run_1/cell_classes.png
The bar under the picture is 20 µm long. Fill, decap, tap and diode cells in grey.
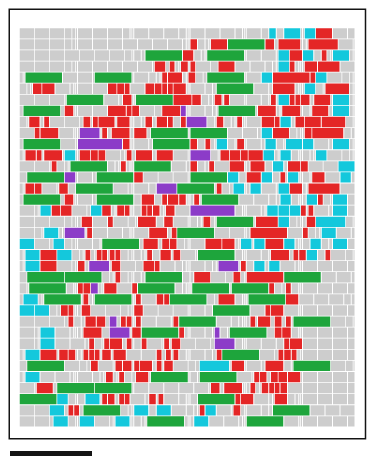
run_1/final_placement.png
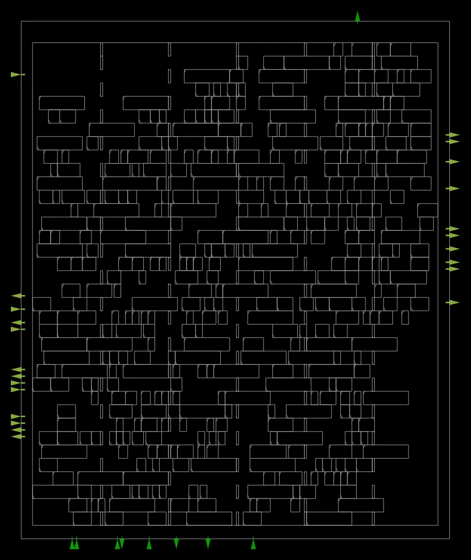
run_1/metal_stack.png
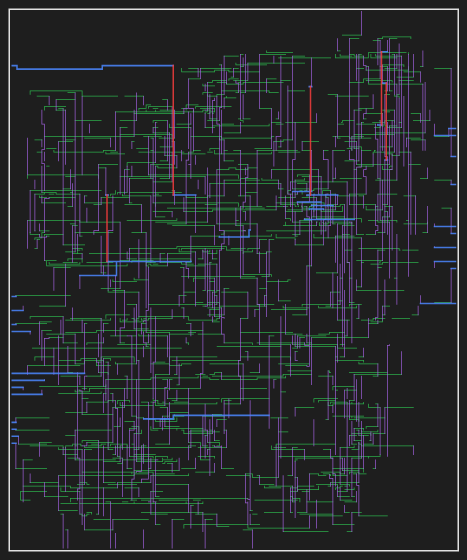
--- src/rtl/bus_display_pkg.sv ---
// Purpose : Shared definitions for the bus display block: converter state
//           encoding, 7-segment patterns, digit count and the double-dabble
//           step used by the binary-to-BCD converter.
// Ports   : none (package).
package bus_display_pkg;

    typedef enum logic [1:0] {
        ST_IDLE   = 2'd0,
        ST_SHIFT  = 2'd1,
        ST_COMMIT = 2'd2
    } conv_state_t;

    localparam int NUM_DIGITS  = 4;
    localparam int DIGIT_W     = $clog2(NUM_DIGITS);
    localparam int SHIFT_STEPS = 8;

    // Segment order is {g,f,e,d,c,b,a}, active high.
    localparam logic [6:0] SEG_0     = 7'h3F;
    localparam logic [6:0] SEG_1     = 7'h06;
    localparam logic [6:0] SEG_2     = 7'h5B;
    localparam logic [6:0] SEG_3     = 7'h4F;
    localparam logic [6:0] SEG_4     = 7'h66;
    localparam logic [6:0] SEG_5     = 7'h6D;
    localparam logic [6:0] SEG_6     = 7'h7D;
    localparam logic [6:0] SEG_7     = 7'h07;
    localparam logic [6:0] SEG_8     = 7'h7F;
    localparam logic [6:0] SEG_9     = 7'h6F;
    localparam logic [6:0] SEG_BLANK = 7'h00;
    localparam logic [6:0] SEG_MINUS = 7'h40;

    // One double-dabble iteration on {hundreds, tens, units, binary}:
    // every BCD nibble that is 5 or more gets 3 added so that the following
    // left shift carries correctly into the next decade.
    function automatic logic [19:0] dabbleStep(input logic [19:0] acc);
        logic [19:0] adj;
        adj = acc;
        for (int n = 0; n < 3; n++) begin
            if (adj[8 + 4*n +: 4] >= 4'd5) begin
                adj[8 + 4*n +: 4] = adj[8 + 4*n +: 4] + 4'd3;
            end
        end
        return {adj[18:0], 1'b0};
    endfunction

endpackage

--- src/rtl/bus_display_seg7_decoder.sv ---
// Purpose : Combinational 7-segment lookup for one display digit.
// Ports   : i_digit    - BCD digit 0-9 (other codes show blank)
//           i_blank    - force all segments off (highest priority)
//           i_minus    - show only segment g (minus sign)
//           o_segments - {g,f,e,d,c,b,a}, active high
module seg7_decoder
    import bus_display_pkg::*;
(
    input  logic [3:0] i_digit,
    input  logic       i_blank,
    input  logic       i_minus,
    output logic [6:0] o_segments
);

    always_comb begin
        o_segments = SEG_BLANK;
        if (i_blank) begin
            o_segments = SEG_BLANK;
        end else if (i_minus) begin
            o_segments = SEG_MINUS;
        end else begin
            case (i_digit)
                4'd0:    o_segments = SEG_0;
                4'd1:    o_segments = SEG_1;
                4'd2:    o_segments = SEG_2;
                4'd3:    o_segments = SEG_3;
                4'd4:    o_segments = SEG_4;
                4'd5:    o_segments = SEG_5;
                4'd6:    o_segments = SEG_6;
                4'd7:    o_segments = SEG_7;
                4'd8:    o_segments = SEG_8;
                4'd9:    o_segments = SEG_9;
                default: o_segments = SEG_BLANK;
            endcase
        end
    end

endmodule

--- src/rtl/bus_display.sv ---
// Purpose : Bus-attached 4-digit display. Captures a byte from the CPU bus,
//           converts it (optionally as two's complement) to sign + 3 BCD
//           digits with a sequential double-dabble, and scans the result
//           onto a multiplexed 7-segment display. All state changes on the
//           falling clock edge, like the other bus agents.
// Ports   : i_clk      - system clock (falling edge active)
//           i_reset    - asynchronous active-high reset
//           i_load_n   - active-low load strobe
//           i_signed   - treat loaded byte as two's complement
//           i_bus      - CPU data bus (input only)
//           o_value    - last byte loaded
//           o_busy     - conversion in progress
//           o_segments - segments of the enabled digit, {g..a}
//           o_digit_n  - active-low one-hot digit enable (units..sign)
module bus_display
    import bus_display_pkg::*;
#(
    parameter int REFRESH_DIV = 1000
)(
    input  logic       i_clk,
    input  logic       i_reset,
    input  logic       i_load_n,
    input  logic       i_signed,
    input  logic [7:0] i_bus,
    output logic [7:0] o_value,
    output logic       o_busy,
    output logic [6:0] o_segments,
    output logic [3:0] o_digit_n
);

    localparam int SCAN_W = (REFRESH_DIV > 1) ? $clog2(REFRESH_DIV) : 1;

    conv_state_t        r_state;
    conv_state_t        w_nextState;
    logic [7:0]         r_value;
    logic [2:0]         r_iter;
    logic [19:0]        r_shift;
    logic               r_negPending;
    logic [3:0]         r_hundreds;
    logic [3:0]         r_tens;
    logic [3:0]         r_units;
    logic               r_negative;
    logic [SCAN_W-1:0]  r_scanCount;
    logic [DIGIT_W-1:0] r_digitIdx;

    logic               w_load;
    logic               w_negIn;
    logic [7:0]         w_magnitude;
    logic [3:0]         w_digit;
    logic               w_blank;
    logic               w_minus;

    assign w_load  = ~i_load_n;
    assign w_negIn = i_signed & i_bus[7];
    // Two's-complement negate in 8 bits; 0x80 negates to 0x80, which read
    // unsigned is exactly the required magnitude of 128.
    assign w_magnitude = w_negIn ? (~i_bus + 8'd1) : i_bus;

    always_ff @(negedge i_clk or posedge i_reset) begin
        if (i_reset) begin
            r_state <= ST_IDLE;
        end else begin
            r_state <= w_nextState;
        end
    end

    // A load from any state restarts the conversion, so the newest byte wins.
    always_comb begin
        w_nextState = r_state;
        case (r_state)
            ST_IDLE:   w_nextState = ST_IDLE;
            ST_SHIFT:  if (r_iter == 3'(SHIFT_STEPS - 1)) w_nextState = ST_COMMIT;
            ST_COMMIT: w_nextState = ST_IDLE;
            default:   w_nextState = ST_IDLE;
        endcase
        if (w_load) begin
            w_nextState = ST_SHIFT;
        end
    end

    always_ff @(negedge i_clk or posedge i_reset) begin
        if (i_reset) begin
            r_value      <= 8'h00;
            r_iter       <= 3'd0;
            r_shift      <= 20'd0;
            r_negPending <= 1'b0;
        end else if (w_load) begin
            r_value      <= i_bus;
            r_negPending <= w_negIn;
            r_shift      <= {12'd0, w_magnitude};
            r_iter       <= 3'd0;
        end else if (r_state == ST_SHIFT) begin
            r_shift <= dabbleStep(r_shift);
            r_iter  <= r_iter + 3'd1;
        end
    end

    // Displayed digits and sign change together, and only when a conversion
    // finishes without being superseded by a load on the same edge.
    always_ff @(negedge i_clk or posedge i_reset) begin
        if (i_reset) begin
            r_hundreds <= 4'd0;
            r_tens     <= 4'd0;
            r_units    <= 4'd0;
            r_negative <= 1'b0;
        end else if ((r_state == ST_COMMIT) && !w_load) begin
            r_hundreds <= r_shift[19:16];
            r_tens     <= r_shift[15:12];
            r_units    <= r_shift[11:8];
            r_negative <= r_negPending;
        end
    end

    always_ff @(negedge i_clk or posedge i_reset) begin
        if (i_reset) begin
            r_scanCount <= '0;
            r_digitIdx  <= '0;
        end else if (r_scanCount == SCAN_W'(REFRESH_DIV - 1)) begin
            r_scanCount <= '0;
            r_digitIdx  <= r_digitIdx + 1'b1;
        end else begin
            r_scanCount <= r_scanCount + 1'b1;
        end
    end

    // Leading-zero blanking: tens only blank when hundreds is also zero.
    always_comb begin
        w_digit = r_units;
        w_blank = 1'b0;
        w_minus = 1'b0;
        case (r_digitIdx)
            2'd0: w_digit = r_units;
            2'd1: begin
                w_digit = r_tens;
                w_blank = (r_hundreds == 4'd0) && (r_tens == 4'd0);
            end
            2'd2: begin
                w_digit = r_hundreds;
                w_blank = (r_hundreds == 4'd0);
            end
            default: begin
                w_digit = 4'd0;
                w_blank = ~r_negative;
                w_minus = r_negative;
            end
        endcase
    end

    seg7_decoder u_decoder (
        .i_digit    (w_digit),
        .i_blank    (w_blank),
        .i_minus    (w_minus),
        .o_segments (o_segments)
    );

    assign o_digit_n = ~(4'b0001 << r_digitIdx);
    assign o_busy    = (r_state != ST_IDLE);
    assign o_value   = r_value;

endmodule

--- config.mk ---
export PLATFORM = sky130hd
export DESIGN_NAME = bus_display
export DESIGN_NICKNAME = d
export VERILOG_FILES = /design/src/rtl/bus_display_pkg.sv /design/src/rtl/bus_display_seg7_decoder.sv /design/src/rtl/bus_display.sv
export SDC_FILE = /design/constraint.sdc
export NUM_CORES = 1
export LEC_CHECK = 0
export CAP_MARGIN = 20
export CORE_AREA = 2 2 85 103
export CTS_BUF_LIST = sky130_fd_sc_hd__clkbuf_8
export DETAILED_ROUTE_END_ITERATION = 6
export DIE_AREA = 0 0 87 105
export PLACE_DENSITY_LB_ADDON = 0.08
export SYNTH_ARGS = -nofsm -noshare
export SYNTH_HDL_FRONTEND = slang
export SYNTH_SLANG_ARGS = --single-unit
--- constraint.sdc ---
create_clock -name i_clk -period 6.6 [get_ports i_clk]
set_input_delay 1.32 -clock i_clk [delete_from_list [all_inputs] [get_ports i_clk]]
set_output_delay 1.32 -clock i_clk [all_outputs]
set_load 0.02 [all_outputs]
==> qor_table.md, run 1 <==
| Result | This run |
|---|---|
| Via Count | 2588 |
| Startpoint of the worst hold path | r_scanCount[0] |
| Maximum ir drop on the vdd rail | 0.1437 mV |
| Slew at the pin closest to its max-slew limit | 947.9 ps |
| Largest clock skew in the final design | 10.32 ps |
| Most frequent cell after synthesis | dfrtn_1 |
| Initial antenna violation count | 0 |
| Logic pwr share | 0.098 |
| Clock edge transition at the registers on the reported setup and hold paths | 50 ps |
| Sequential fraction of design power | 0.476 |
| Top cells by area in the synthesized netlist | dfrtn_1 (47%), ha_1 (7.5%), nand2_1 (6.5%), mux2_2 (4.6%), o21ai_0 (4.4%) |
| Worst EP required | 5280 ps |
| Post-Syn Instances | 339 |
| Flip-flop and latch count after synthesis | 59 |
| N_diodes | 0 |
| Number of warnings the tools reported | 39 |
| Power in the clock group | 0.350 mW |
| Launching point of the worst reg2reg path | r_scanCount[0] |
| DIE WIDTH | 87 µm |
| Run status | finished, violations left |
| R2r endpoint | r_digitIdx[1] |
| DR iter-0 viols | 117 |
| CTS Sinks | 59 |
| Most common flop cell mapped by yosys | dfrtn_1 |
| Family with the most delay on the worst path | AND-OR/OR-AND gates |
| Number of synthesis warnings | 0 |
| Share of synthesized area occupied by flip-flops and latches | 0.4664 |
| Part of the power in the clock network | 0.426 |
| Combined flip-flop and latch cell area | 1476 µm² |
| Number of cells on the worst hold path | 1 |
| Final WS setup | -567.8 ps |
| Crit path launch | r_digitIdx[0] |
| Routed wire per std cell | 13.02 µm |
| Failing checks | setup timing |
| Destination of the worst hold path | r_scanCount[0] |
| Power of the combinational group | 0.0803 mW |
| Setup-violating endpoint count in the final report | 7 |
| Worst slew slack as a fraction of its limit | 0.3681 |
| Mean instance size in the synthesized netlist | 9.338 µm² |
| Power in sequential cells | 0.390 mW |
| # port buffers | 31 |
| Clock network latency to the later pin of the worst-skew pair | 320 ps |
| Unrepaired setup endpoints after global routing | yes |
| Critical-path cell with the highest stage delay | dfrtn_1 |
| Initial standard-cell utilization of the core | 0.3926 |
| Hold Vio Cnt, Final | 0 |
| Number of cells in the design after placement | 489 |
| Detailed-route vias per instance | 5.035 |
| Final net count | 445 |
| Cell type with the largest total area | dfrtn_1 |
| Kind of end point of the critical path | output pin |
| Proportion of register bits with asynchronous set or reset after synthesis | 1.000 |
| Post-Syn Area | 3166 µm² |
| CP max stage delay | 460 ps |
| Biggest consumer | sequential cells |
| Wire length of the first global-routing pass | 11490 µm |
| # H-tree levels | 3 |
| Area of the chip | 9135 µm² |
| Top cell excl fill/tap | dfrtn_1 |
| Power Dens Cells | 191.4 nW/µm² |
| Detailed-routing iteration count for the pre-antenna-repair pass | 4 |
| Area of the multi-input gates | 1714 µm² |
| Number of buffer and inverter instances along the worst setup path | 2 |
| Leading cell types in the layout, fill and taps excluded | dfrtn_1 (59), nand2_1 (54), buf_4 (43) |
| Cell internal pwr | 0.6259 mW |
| Post-detailed-route DRC marker count | 0 |
| WP depth | 8 |
| Post-synthesis net count | 370 |
| WS Path Type | reg2out |
| Worst reg2reg setup slack | 4800 ps |
| Post-Layout Inst Area | 4288 µm² |
| Global routing usage summed across all routing layers | 0.1571 |
Notes on cell_classes.png above:
colour	class	cells	share of their area
green	flops	59	35%
purple	clock drivers and dummy loads	16	5.0%
red	all other logic	267	43%
cyan	other buffers and delay cells	77	16%

Notes on final_placement.png above:
Layout fillers: 765
FP Rows: 36
count of sequential standard cells: 59
register fraction of the total cell area: 0.3443

Notes on metal_stack.png above:
colour	layer	wire length
purple	met2	3220 µm
blue	met3	195 µm
red	met4	88.4 µm
green	met1	3190 µm

run 1: layer usage:
layer / track usage / wire, µm / vias to the layer above
li1: - / - / 1300
met1: 0.2034 / 3190 / 1229
met2: 0.2470 / 3215 / 49
met3: 0.03712 / 195 / 10
met4: 0.06920 / 88 / 0
met5: 0 / 0 / -
run 1: logic make-up (layout without fill, tap and decap cells):
logic type / after synthesis / after routing / synth area share
muxes: 15 / 15 / 0.05257
adders and majority gates: 19 / 19 / 0.07510
and+or+nand+nor: 125 / 125 / 0.1814
buffers and inverters: 35 / 115 / 0.04150
AOI/OAI and AO/OA: 68 / 68 / 0.1332
DFF: 59 / 59 / 0.4664
xor gates and xnor gates: 18 / 18 / 0.04981
run 1: per-stage QoR:
| stage | TNS [ps] | hold WS, ps | util |
|---|---|---|---|
| floorplan | -1124 | 379.2 | - |
| finish | -3527 | 405.2 | 0.5318 |
| CTS | -3487 | 410.6 | 0.5268 |
| global placement | -3837 | 402.0 | 0.4922 |
| global route | -4474 | 463.7 | 0.5318 |
| detailed placement | -4214 | 410.0 | 0.4922 |
run 1: what timing repair did:
| action | in CTS | in global routing |
|---|---|---|
| gates resized | 47 | 4 |
| setup buffers | 5 | 4 |
| pin swaps | 6 | 6 |
| endpoints found under the setup margin | 7 | 7 |
run 1: sequential cells by signal (all words and copies together), names as in the netlist:
name          cells
r_shift          20
r_scanCount      10
o_value           8
r_hundreds        4
r_tens            4
r_units           4
r_iter            3
r_digitIdx        2
r_state           2
r_negPending      1
r_negative        1
run 1: area by class of cell:
type	count	share of cell area
clock inverters	7	0.01984
repair buffers	77	0.1602
flip-flops and latches	59	0.3443
inverters	22	0.01926
clock buffers	9	0.02889
multi-input cells	245	0.3998
well taps	95	0.02772
==> run 2: changes to the inputs <==
Settings changed: CTS_CLUSTER_DIAMETER set to 100.
run_2/metal_stack.png
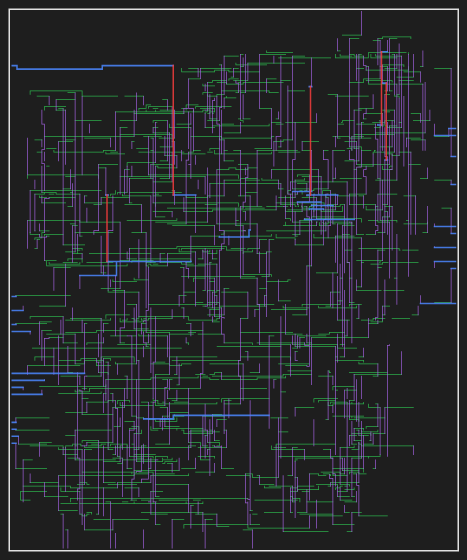
colour	layer	wire length
purple	met2	3220 µm
red	met4	88.4 µm
blue	met3	195 µm
green	met1	3190 µm
global routing usage summed across all routing layers: 0.1571
post-detailed-routing wire length: 6690 µm
Routed wire per std cell: 13.02 µm
Via Count: 2588

==> qor_table.md, run 2 <==
| Result | This run | Delta |
|---|---|---|
| Hold WS | 405.2 ps | unchanged |
| Slew at the pin closest to its max-slew limit | 947.9 ps | unchanged |
| Logic pwr share | 0.098 | about the same |
| Most common flop cell mapped by yosys | dfrtn_1 |  |
| Number of cells on the worst hold path | 1 | unchanged |
| Post-synthesis net count | 370 | unchanged |
| Wire length of the first global-routing pass | 11490 µm | unchanged |
| Most flops, register | r_shift |  |
| # port buffers | 31 | unchanged |
| Maximum fanout along the worst path | 4 |  |
| Failing checks | setup timing |  |
| CP max stage delay | 460 ps | about the same |
| M1 GR Usage | 0.2034 | unchanged |
| Detailed-routing iteration count for the pre-antenna-repair pass | 4 | unchanged |
| Setup-violating endpoint count in the final report | 7 | unchanged |
| CTS Sinks | 59 | unchanged |
| Hold Vio Cnt, Final | 0 | unchanged |
| Detailed route wirelength on metal3 | 195 µm | unchanged |
| Number of cells in the design after placement | 489 | unchanged |
| Post-Syn Instances | 339 | unchanged |
| Met2 Routed Length | 3215 µm | unchanged |
| P&R area growth vs syn | 35.45% |  |
| Flip-flop and latch count after synthesis | 59 | unchanged |
| WS Path Type | reg2out |  |
| Post-detailed-route DRC marker count | 0 | unchanged |
| Final WS setup | -567.8 ps | unchanged |
| Largest clock skew in the final design | 10.32 ps | unchanged |
| RD Place Congestion | 0.8554 |  |
| Critical-path cell with the highest stage delay | dfrtn_1 |  |
| Routed length on met1 | 3190 µm | unchanged |
| Share of synthesized area occupied by flip-flops and latches | 0.4664 | unchanged |
| Area of the chip | 9135 µm² | unchanged |
| DIE WIDTH | 87 µm | unchanged |
| Number of flip-flops in the largest register | 20 | unchanged |
| Startpoint of the worst hold path | r_scanCount[0] |  |
| Detailed-route vias per instance | 5.035 | unchanged |
| DR iter-0 viols | 117 | unchanged |
| Worst slew slack as a fraction of its limit | 0.3681 | unchanged |
| Most frequent cell after synthesis | dfrtn_1 |  |
| FP Rows | 36 | unchanged |
| Worst reg2reg setup slack | 4800 ps | about the same |
| Kind of end point of the critical path | output pin |  |
| Number of synthesis warnings | 0 | unchanged |
| Initial antenna violation count | 0 | unchanged |
| Leading cell types in the layout, fill and taps excluded | dfrtn_1 (59), nand2_1 (54), buf_4 (43) |  |
| Post-Syn Area | 3166 µm² | unchanged |
| CP Cell Sequence | inv_2 > ha_4 > a222oi_1 > nor2_1 > ha_1 > or3_4 > a21oi_4 > buf_6 |  |
| Part of the power in the clock network | 0.426 | about the same |
| Cell internal pwr | 0.6259 mW | unchanged |
| Layout fillers | 765 | unchanged |
| Proportion of register bits with asynchronous set or reset after synthesis | 1.000 | unchanged |
| Run status | finished, violations left |  |
| Post-Layout Inst Area | 4288 µm² | unchanged |
| Launching point of the worst reg2reg path | r_scanCount[0] |  |
| Top cells by area in the synthesized netlist | dfrtn_1 (47%), ha_1 (7.5%), nand2_1 (6.5%), mux2_2 (4.6%), o21ai_0 (4.4%) |  |
| Destination of the worst hold path | r_scanCount[0] |  |
| Top cell excl fill/tap | dfrtn_1 |  |
| Fin util | 0.5318 | unchanged |
| DR top layer | met4 |  |
| Family with the most delay on the worst path | AND-OR/OR-AND gates |  |
| Clock network latency to the later pin of the worst-skew pair | 320 ps | about the same |
| Cell type with the largest total area | dfrtn_1 |  |
| N_diodes | 0 | unchanged |
| Busiest grt layer | met2 |  |
| Unrepaired setup endpoints after global routing | yes |  |
| Number of warnings the tools reported | 39 | unchanged |
| # H-tree levels | 3 | unchanged |
| Mean instance size in the synthesized netlist | 9.338 µm² | unchanged |
| Sequential fraction of design power | 0.476 | about the same |
| R2r endpoint | r_digitIdx[1] |  |
| Power Dens Cells | 191.4 nW/µm² | unchanged |
| Initial standard-cell utilization of the core | 0.3926 | unchanged |
| Clock edge transition at the registers on the reported setup and hold paths | 50 ps | about the same |
| Global routing met3 resource utilization | 0.03712 | unchanged |
| Grt met2 use | 0.2470 | unchanged |
| Setup TNS | -3527 ps | unchanged |
| Maximum ir drop on the vdd rail | 0.1437 mV | unchanged |
| Final net count | 445 | unchanged |
| Number of buffers inserted during clock tree synthesis | 9 |  |
-- run 2: cell counts in the layout (fill, tap and decap cells not counted) --
Identical to the previous run, type by type.
-- run 2: how the worst max path moves through the flow --
| stage | start | end | slack [ps] | cells after the start |
|---|---|---|---|---|
| 6_report | r_digitIdx[0] | o_segments[3] | -570 | 8 |
| 5_1_grt | r_digitIdx[0] | o_segments[3] | -690 | 8 |
| 4_1_cts | r_digitIdx[0] | o_segments[3] | -560 | 8 |
| 3_5_place_dp | r_digitIdx[0] | o_segments[6] | -680 | 9 |
| 3_3_place_gp | r_digitIdx[0] | o_segments[3] | -620 | 8 |
| 2_1_floorplan | r_digitIdx[0] | o_segments[5] | -230 | 6 |
-- run 2: cells by family (layout without fill, tap and decap cells) --
group           count (synthesis)  count (layout)  synth area share
compound gates                 68              68            0.1332
flops                          59              59            0.4664
xor+xnor                       18              18           0.04981
simple gates                  125             125            0.1814
mux                            15              15           0.05257
fa+ha+maj                      19              19           0.07510
buf+inv                        35             115           0.04150
-- run 2: final cells by class --
cell class	count	area, µm²	area share
multi-input combinational	245	1714	0.3998
sequential	59	1476	0.3443
timing repair buffer	77	686.9	0.1602
clock buffer	9	123.9	0.02889
tap	95	118.9	0.02772
clock inverter	7	85.08	0.01984
inverter	22	82.58	0.01926
-- run 2: power by group through the flow --
stage | clock network, mW | logic, mW | registers [mW]
6_report | 0.350 | 0.0803 | 0.390
5_1_grt | 0.379 | 0.0919 | 0.392
4_1_cts | 0.361 | 0.0822 | 0.390
3_5_place_dp | 0 | 0.0820 | 0.396
3_3_place_gp | 0 | 0.0807 | 0.396
2_1_floorplan | 0 | 0.0448 | 0.400
-- run 2: repair_timing --
action                                  4_1_cts  5_1_grt
gates resized                                47        4
buffers inserted                              5        4
pin swaps                                     6        6
endpoints found under the setup margin        7        7
Power and IR drop assume default switching activity.
